**src/rtl/wb_pkg.sv**
```systemverilog
// Shared types and constants for the ALU writeback stage.
// Entry layout is fixed by WB_WIDTH/WB_REGS; the top-level parameters must match them.
package wb_pkg;
  localparam int WB_WIDTH = 16;
  localparam int WB_REGS  = 8;
  localparam int WB_RA    = $clog2(WB_REGS);

  localparam logic [2:0] CC_RESET = 3'b010;
  localparam int CC_N = 2;
  localparam int CC_Z = 1;
  localparam int CC_P = 0;

  typedef struct packed {
    logic                write;
    logic                set_cc;
    logic [WB_RA-1:0]    dst;
    logic [WB_WIDTH-1:0] result;
    logic [2:0]          cc;
  } wb_entry_t;

  function automatic logic cc_is_onehot(input logic [2:0] cc);
    return (cc == 3'b100) || (cc == 3'b010) || (cc == 3'b001);
  endfunction
endpackage

```
**src/rtl/wb_queue.sv**
```systemverilog
// DEPTH-entry circular buffer of writeback entries. Callers gate push/pop legality;
// flush wins over both. All entries and the valid mask are exposed for forwarding.
module wb_queue
  import wb_pkg::*;
#(
  parameter int DEPTH = 2,
  localparam int PW = $clog2(DEPTH),
  localparam int CW = $clog2(DEPTH) + 1
) (
  input  logic             clk,
  input  logic             rst,
  input  logic             push_i,
  input  logic             pop_i,
  input  logic             flush_i,
  input  wb_entry_t        din_i,
  output wb_entry_t        head_o,
  output wb_entry_t        entries_o [DEPTH],
  output logic [DEPTH-1:0] valid_o,
  output logic [PW-1:0]    rptr_o,
  output logic [CW-1:0]    count_o
);
  wb_entry_t        ent_q [DEPTH];
  wb_entry_t        ent_d [DEPTH];
  logic [DEPTH-1:0] vld_q, vld_d;
  logic [PW-1:0]    wptr_q, wptr_d, rptr_q, rptr_d;
  logic [CW-1:0]    count_q, count_d;

  always_comb begin
    ent_d   = ent_q;
    vld_d   = vld_q;
    wptr_d  = wptr_q;
    rptr_d  = rptr_q;
    count_d = count_q;
    if (flush_i) begin
      // Dropping everything: read pointer catches up to write pointer.
      vld_d   = '0;
      rptr_d  = wptr_q;
      count_d = '0;
    end else begin
      if (push_i) begin
        ent_d[wptr_q] = din_i;
        vld_d[wptr_q] = 1'b1;
        wptr_d        = wptr_q + 1'b1;
      end
      if (pop_i) begin
        vld_d[rptr_q] = 1'b0;
        rptr_d        = rptr_q + 1'b1;
      end
      count_d = count_q + CW'(push_i) - CW'(pop_i);
    end
  end

  always_ff @(posedge clk or posedge rst) begin
    if (rst) begin
      for (int i = 0; i < DEPTH; i++) ent_q[i] <= '0;
      vld_q   <= '0;
      wptr_q  <= '0;
      rptr_q  <= '0;
      count_q <= '0;
    end else begin
      ent_q   <= ent_d;
      vld_q   <= vld_d;
      wptr_q  <= wptr_d;
      rptr_q  <= rptr_d;
      count_q <= count_d;
    end
  end

  assign head_o    = ent_q[rptr_q];
  assign entries_o = ent_q;
  assign valid_o   = vld_q;
  assign rptr_o    = rptr_q;
  assign count_o   = count_q;
endmodule

```
**src/rtl/alu_writeback.sv**
```systemverilog
// Writeback stage after the ALU: queues results, retires one per cycle into the
// register-file port and CC register, and forwards pending results to issue.
module alu_writeback
  import wb_pkg::*;
#(
  parameter int WIDTH = WB_WIDTH,
  parameter int REGS  = WB_REGS,
  parameter int DEPTH = 2,
  localparam int RA = $clog2(REGS),
  localparam int PW = $clog2(DEPTH),
  localparam int CW = $clog2(DEPTH) + 1
) (
  input  logic             clk,
  input  logic             rst,
  input  logic             in_valid,
  output logic             in_ready,
  input  logic             in_write,
  input  logic             in_set_cc,
  input  logic [RA-1:0]    in_dst,
  input  logic [WIDTH-1:0] in_result,
  input  logic [2:0]       in_cc,
  input  logic             flush,
  input  logic             wb_stall,
  output logic             wb_en,
  output logic [RA-1:0]    wb_addr,
  output logic [WIDTH-1:0] wb_data,
  output logic [2:0]       cc_q,
  input  logic [RA-1:0]    fwd_addr,
  output logic             fwd_hit,
  output logic [WIDTH-1:0] fwd_data,
  output logic [CW-1:0]    count
);
  logic             push, pop;
  wb_entry_t        din, head;
  wb_entry_t        entries [DEPTH];
  logic [DEPTH-1:0] valid;
  logic [PW-1:0]    rptr, idx;
  logic [2:0]       cc_d;

  // in_ready depends only on registered occupancy, so a full queue never passes through.
  assign in_ready = (count != CW'(DEPTH));
  assign push     = in_valid && in_ready && !flush;
  assign pop      = (count != '0) && !wb_stall && !flush;
  assign din      = '{write: in_write, set_cc: in_set_cc, dst: in_dst,
                      result: in_result, cc: in_cc};

  wb_queue #(.DEPTH(DEPTH)) u_queue (
    .clk      (clk),
    .rst      (rst),
    .push_i   (push),
    .pop_i    (pop),
    .flush_i  (flush),
    .din_i    (din),
    .head_o   (head),
    .entries_o(entries),
    .valid_o  (valid),
    .rptr_o   (rptr),
    .count_o  (count)
  );

  assign wb_en   = pop && head.write;
  assign wb_addr = wb_en ? head.dst : '0;
  assign wb_data = wb_en ? head.result : '0;

  assign cc_d = (pop && head.set_cc) ? head.cc : cc_q;

  always_ff @(posedge clk or posedge rst) begin
    if (rst) cc_q <= CC_RESET;
    else     cc_q <= cc_d;
  end

  // Walk oldest to youngest from the read pointer so the last match is the youngest.
  always_comb begin
    fwd_hit  = 1'b0;
    fwd_data = '0;
    idx      = '0;
    for (int k = 0; k < DEPTH; k++) begin
      idx = rptr + PW'(k);
      if (valid[idx] && entries[idx].write && entries[idx].dst == fwd_addr) begin
        fwd_hit  = 1'b1;
        fwd_data = entries[idx].result;
      end
    end
  end

  a_cc_onehot: assert property (@(posedge clk) disable iff (rst)
    (push && in_set_cc) |-> cc_is_onehot(in_cc));
endmodule

```
**config.mk**
```make
export PLATFORM = sky130hd
export DESIGN_NAME = alu_writeback
export DESIGN_NICKNAME = d
export VERILOG_FILES = /design/src/rtl/wb_pkg.sv /design/src/rtl/wb_queue.sv /design/src/rtl/alu_writeback.sv
export SDC_FILE = /design/constraint.sdc
export NUM_CORES = 1
export LEC_CHECK = 0
export CAP_MARGIN = 30
export CORE_UTILIZATION = 53
export CTS_CLUSTER_SIZE = 10
export DETAILED_ROUTE_END_ITERATION = 10
export HOLD_SLACK_MARGIN = 0.1
export PLACE_DENSITY_LB_ADDON = 0.25
export SETUP_SLACK_MARGIN = 0.05
export SLEW_MARGIN = 30
export SYNTH_ARGS = -nofsm -noshare
export SYNTH_HDL_FRONTEND = slang
export SYNTH_SLANG_ARGS = --single-unit
export TNS_END_PERCENT = 1
```
**constraint.sdc**
```tcl
create_clock -name clk -period 4.1 [get_ports clk]
set_input_delay 0.82 -clock clk [delete_from_list [all_inputs] [get_ports clk]]
set_output_delay 0.82 -clock clk [all_outputs]
set_load 0.02 [all_outputs]
```
==> qor.txt <==
outcome: completed
Via density: 5.87
Net Sw Frac: 0.384
DR iter-0 viols: 116
global route hottest layer: met2
Hold Startpoint: u_queue.entries_o[46]
Critical Path End: fwd_data[12]
Port Buffers: 74
Fin Clk Skew: 4.40 ps
Highest Signal Layer: met4
seq pwr: 1.12 mW
YS chip area: 0.00319 sq mm
fmax: 255 MHz
flops out of synthesis: 57
Fillers: 401
inverter count: 4
Startpoint Class: input pin
CTS clk-pin slew, worst paths: 60 ps
total wire length: 7480 um
Seq pwr share: 0.393
CTS root buffer: clkbuf_8
Async SR Flop Fraction: 1.00
WL met2: 3660 um
register area: 0.00143 sq mm
top cells by count: dfrtp_1, nand3_1, mux2_2, nor2_1, mux2i_1
via count: 2654
cell area power density: 677 mW/mm^2
Clock Power Share: 0.163
Layout clock area frac: 0.0414
TAP cells: 72
FFs & Latches: 57
Least-Margin Pin Slew: 622 ps
Comb gates: 218
fin area: 0.00421 sq mm
buffer share of cell area: 0.205
Hold Path Sink: u_queue.entries_o[46]
crit path launch: fwd_addr[2]
layout cells sized above 1: 0.171
worst reg2reg path startpoint: u_queue.count_o[0]
r2r endpoint: u_queue.entries_o[22]
combinational group power: 1.26 mW
RSZ-0062 raised after global routing: no
cells after synthesis: 303
Comb/total area: 0.389
grt ovf: 0
Final min period: 3920 ps
post-synthesis sequential area ratio: 0.447
maximum vdd drop: 0.535 mV
max-slew violations: 0
wire length on met3: 424 um
Synth Net Count: 336
Avg Inst Size Synth: 10.5 sq um
cells on worst reg2reg path: 6
Hold Vio Cnt, Final: 0
total CTS buffers: 9
CTS Sinks: 57
P&R area growth vs syn: 31.6%
Final ANT Viol Nets: 0
crit path capture type: primary output
CP max FO: 33
Final WS setup: 184 ps
==> critical path: stages <==
cell	delay, ps
clkdlybuf4s50_1	510
xnor2_1	120
a2111oi_4	400
buf_12	230
nand3_1	100
a32oi_1	250
clkdlybuf4s50_1	650
==> state kept, by name (all words and copies together) (netlist names) <==
name,flops
u_queue.rptr_o,1
u_queue.valid_o,2
u_queue.count_o,2
u_queue.entries_o,48
cc_q,3
u_queue.wptr_q,1
==> what timing repair did <==
| action | CTS | global route |
|---|---|---|
| gates resized | 0 | 1 |
| setup endpoints to repair | 0 | 1 |
| setup buffers | 0 | 0 |
| hold buffers | 0 | 0 |
==> cell families after synthesis <==
family | share of synthesized area
compound gates | 0.0940
simple gates | 0.127
mux | 0.259
fa+ha+maj | 0.00392
xor+xnor | 0.0247
flops | 0.447
buf+inv | 0.0443
**The metal 3 layer**

Scale: 6 px per um.
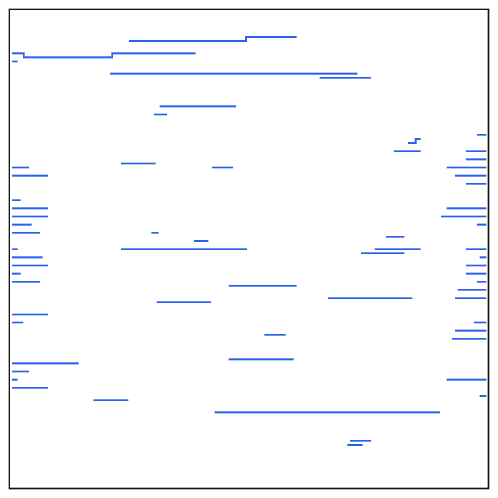
The layer holds 5.7% of the routed length. The layer carries 425 um of wire. 57 nets have wire on it. The longest straight run is 40.9 um.

**Gate-type map**

Scale: 4 px per um.
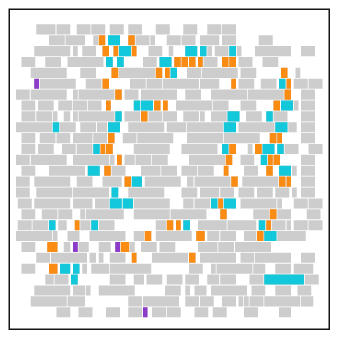
nand cells: marked orange, cells 58. aoi and oai cells: marked cyan, cells 42. inv cells: marked purple, cells 4.

**Placed cells, one color a class**

Scale: 4 px per um. Fill, decap, tap and diode cells in gray.
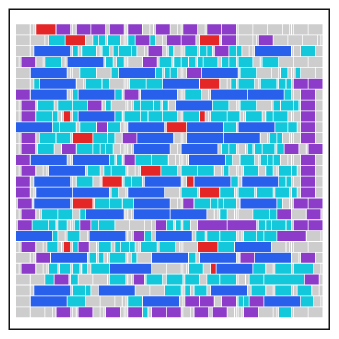
clock drivers and dummy loads: marked red, cells 16, share of their area 4.2%. remaining buffers and delay cells: marked purple, cells 85, share of their area 21%. combinational and other logic: marked cyan, cells 222, share of their area 40%. sequential cells: marked blue, cells 57, share of their area 35%.

**Track usage over the die**

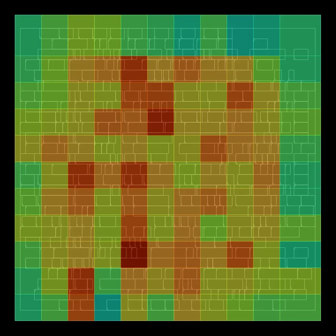
total track usage: 0.257
Routed WL per cell: 16.5 um
M2 GR Usage: 0.409
met1 Track Usage GR: 0.351

No activity file was given, so power comes from the tool's default toggle rates.
